**Run 1: wiring by layer**

Two of the layers only.
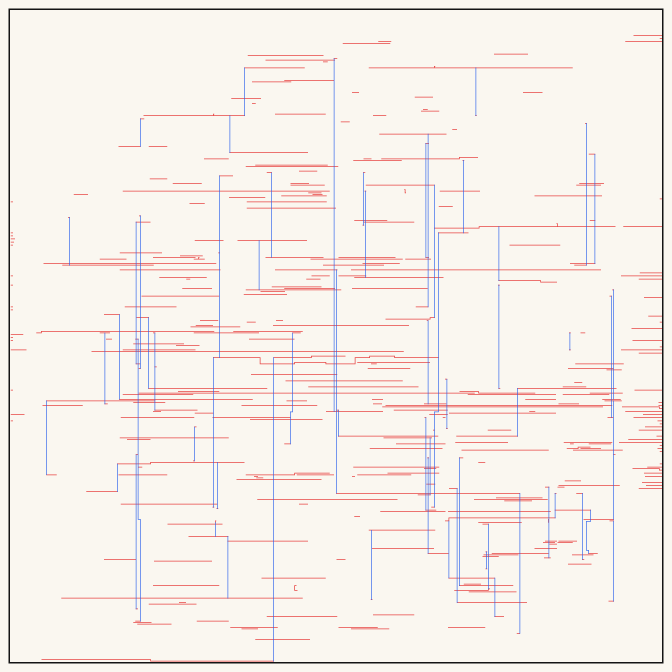
**Run 1: routing congestion map**

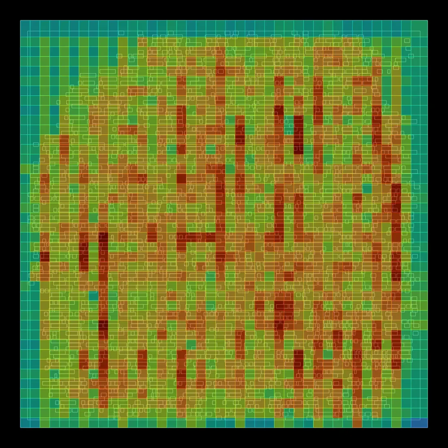
**Run 1: met3 routing**

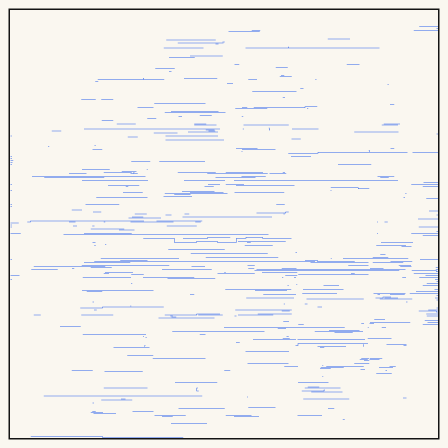
**Run 1: sequential cells grouped by signal name**

Other sequential cells in the stronger grey, the rest of the logic in the fainter grey.
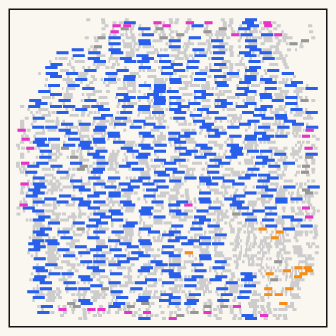
Design regfile_scoreboard_flat, sky130hd; sources not shown.
==> run notes, run 1 <==
The run gives 0 as the number of max-capacitance violations reported. The sequential cell count of the final layout is 594. STA puts the critical path data required time at 5.09 ns.

The report lists the number of standard-cell rows as 101. With the register area share after synthesis at 55.2%, the number of placed instances with taps included is 3061. With the source-to-sink clock delay at the later pin of the worst-skew pair at 0.61 ns, the number of buffers outside the clock class in the layout is 202. Counting flops with a built-in enable in the synthesized netlist gives 512. For the area of all placed cells without fillers, the log shows 35700 sq um.

The first TritonRoute pass finished after 5 iterations. Counting the fill cells in the layout gives 7318. The logs give 0 for the post-detailed-route DRC marker count and 1873 for the violation tally from detailed-route iteration zero.

The run finished with clean final reports. Cells with a size suffix above 1 make up 22.0% of the layout. The count of cells along the worst register-to-register path is 4, and the placer's final routability congestion estimate is 0.798. The logs give 0 for the final tally of hold violations and 3 for the initial antenna violation count. The final max-slew violation count recorded for this run is 0. Synthesis produced a netlist with a net count of 2081. For this run, the detailed router reports a per-instance via density of 6.01. Setup repair after global routing left no endpoint under its margin. The worst register-to-register path has a setup slack of 2.89 ns.

The run gives 28.9% as the remaining max-slew budget at the tightest pin. After layout the signal buffers, clock cells excluded, come to 5.77% of cell area. Leaving out fill and tap cells, the most frequent cells in the layout are 577 x and2_1, 512 x edfxtp_1, 266 x mux4_2. Each instance of the synthesized netlist takes up on average 15.2 sq um. Buffers inserted to repair hold after CTS numbered 0.

By count the netlist is led by 577 x and2_1, 512 x edfxtp_1, 266 x mux4_2, 159 x mux2i_1, 123 x clkbuf_1. For the number of global-route vias before repair, the log shows 20500. The combinational gate count was 1216; the tally of non-filler cells in the final layout was 3186.

In the finished layout, the clock tree contains a buffer count of 89. The number of cell instances after yosys synthesis was 2026. The detail route stage leaves a number of antenna-violating nets equal to 0.

According to the hold report, the worst path is of the flop to flop type. The starting utilization of the core area came out at 40.5%. VDD sags by at most 0.218 mV.

The flip-flop count of the largest register, all copies and words added was 512. Yosys reports a chip area of 30800 sq um. Walking the worst path, the cells encountered are clkdlybuf4s50_1 -> nand4_1 -> o21ai_4 -> buf_12. The critical path's slowest stage uses the library cell clkdlybuf4s50_1. In the hold timing report, the worst path depth is 2. The layout overhead on the synthesized area was 15.7%; the final critical-path share of the clock period was 65.4%. The worst slack at placement was 1.10 ns; the fraction of synthesized cell area taken by the top area cell type was 49.8%. Setup slack of the critical path after layout: 1.66 ns. The run gives 13100 sq um for the area used by multi-input combinational logic.

The run gives 17 for the maximum fanout count along the critical path.
Back to the opening pictures, 'wiring by layer':
colour	layer	wire length
blue	met4	2650 microns
red	met3	6450 microns
WL per Instance: 32.7 microns
total wirelength of the detailed-routed design: 104 mm

Back to the opening pictures, 'routing congestion map':
end-of-flow core utilization: 46.8%
global router's overall resource usage: 25.1%

Back to the opening pictures, 'met3 routing':
nets with wire on the layer	205
share of all routed wire	6.2%
main direction	horizontal
longest straight run	148 microns
total via count after detailed routing: 19200
met3 capacity usage during global routing: 4.14%

Back to the opening pictures, 'sequential cells grouped by signal name':
colour	name in the netlist	sequential cells	where
blue	u_core.mem	512	widely spread
magenta	u_core.bus.rd1_data	32	widely spread
orange	u_core.bus.busy_mask	16	lower right
not coloured	34
Flop+latch power: 6.06 mW
sequential cell area share: 47.7%

-- run 1: logic make-up after synthesis --
family	share of synthesized area (%)
AOI/OAI and AO/OA	3.69
xor gates and xnor gates	0.341
buffers and inverters	3.39
DFF	55.2
muxes	24.8
and+or+nand+nor	12.6
-- run 1: layer usage --
metal	track usage, %	wire length (microns)
met2	41.0	50100
met3	4.14	6450
met5	0	0
met4	6.99	2650
met1	35.1	45100
-- run 1: where the power goes --
group | switching, mW | internal [mW]
logic | 0.803 | 0.674
clock network | 2.17 | 2.92
registers | 0.162 | 5.89
-- run 1: worst max-delay path: cells and delay by family --
| family | cells | cell delay, ns |
|---|---|---|
| and+or+nand+nor | 1 | 0.57 |
| buffers and inverters | 2 | 1.22 |
| AOI/OAI and AO/OA | 1 | 0.89 |
==> run 1 -> run 2 <==
==> constraint.sdc (replaced) <==
create_clock -name CLK -period 2.6 [get_ports CLK]
set_input_delay 0.39 -clock CLK [delete_from_list [all_inputs] [get_ports CLK]]
set_output_delay 0.39 -clock CLK [all_outputs]
set_load 0.01 [all_outputs]
==> run notes, run 2 <==
The logs give 1939 for the violation tally from detailed-route iteration zero and 44.9 mm for the post-route met1 wirelength. Per the STA report, the cell with the highest stage delay on the worst path is clkdlybuf4s50_1. The tools report the area of all placed cells without fillers as 37100 sq um.

The buffer and inverter count on the worst path was 1. The tool flagged a number of max-cap violations equal to 0. Routability-driven placement finished with a final weighted congestion of 0.796.

The run gives 42.1% as the global routing met2 resource utilization. The flow ran to the end, and the final reports show no timing, DRC or antenna violations. Detailed routing placed a total of 6.83 mm of wire on met3.

After synthesis, the mean cell area works out to 15.2 sq um. The detailed router used layers up to and including met4. Ranked by instance count, the synthesized netlist is headed by 577 x and2_1, 512 x edfxtp_1, 266 x mux4_2, 159 x mux2i_1, 123 x clkbuf_1.

The total vias in the final route is 19400. The final critical path takes up 79.9% of the cycle. The remaining max-slew budget at the tightest pin came out at 39.5%.

The script logs the mean routed wire length per placed instance as 32.3 microns. The final layout contains routed wiring with a total length of 106 mm. Global routing consumed, over all layers together, 25.5% of the routing resources. In this run the remaining antenna-violating nets after routing total 0.

With the initial antenna violation count at 5, the flip-flop count of the largest register, all copies and words added is 512. The flop-to-flop setup slack came out at 0.73 ns. Most used routing layer: met2. In the finished design the tool counted flip-flops and latches totalling 594. The count of cells in the finished layout, fillers not included, comes to 3268.

After layout the signal buffers, clock cells excluded, come to 8.78% of cell area. The chip area line in the Yosys stat output reads 30800 sq um. The number of placed instances with taps included came out at 3132.

In the finished layout, the clock tree contains a buffer count of 98. The tools report the layout filler cell count as 7269. Setup repair after global routing left no endpoint under its margin.

Detailed routing placed a total of 51.3 mm of wire on met2. In this run the critical path is formed by clkdlybuf4s50_1. The most critical min-delay path falls under primary input to flop. With the maximum fanout count along the critical path at 2, the number of cells on the critical path is 1. The post-synth count of flops with an enable pin is 512. Per the cell usage report, the commonest logic cells after layout are 577 x and2_1, 512 x edfxtp_1, 266 x mux4_2. In the Yosys report, the sequential cells make up 55.2% of the chip area.
## run 2: report_power, final
group          leakage (nW)  switching [mW]  internal (mW)  total (mW)
Combinational          6.39            1.52           1.38        2.91
Clock                  1.13            4.19           5.78        9.97
Sequential             5.55           0.299           10.9        11.2
## run 2: cells by family (layout without fill, tap and decap cells)
kind of cell | count (synthesis) | in the layout | share of synthesized area, %
muxes | 428 | 428 | 24.8
xor gates and xnor gates | 12 | 12 | 0.341
buffers and inverters | 216 | 424 | 3.39
and+or+nand+nor | 631 | 631 | 12.6
other | 0 | 4 | 0
AOI/OAI and AO/OA | 145 | 145 | 3.69
DFF | 594 | 594 | 55.2
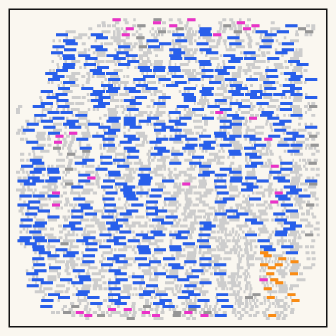
**Above:** run 2 (sequential cells grouped by signal name).
Other sequential cells in the stronger grey, the rest of the logic in the fainter grey.
colour	name in the netlist	sequential cells	where
magenta	u_core.bus.rd1_data	32	widely spread
blue	u_core.mem	512	widely spread
orange	u_core.bus.busy_mask	16	lower right
not coloured	34
sequential cell area share: 45.9%
Seq. cell area: 17000 sq um

Power is estimated from default activity; no workload was simulated.
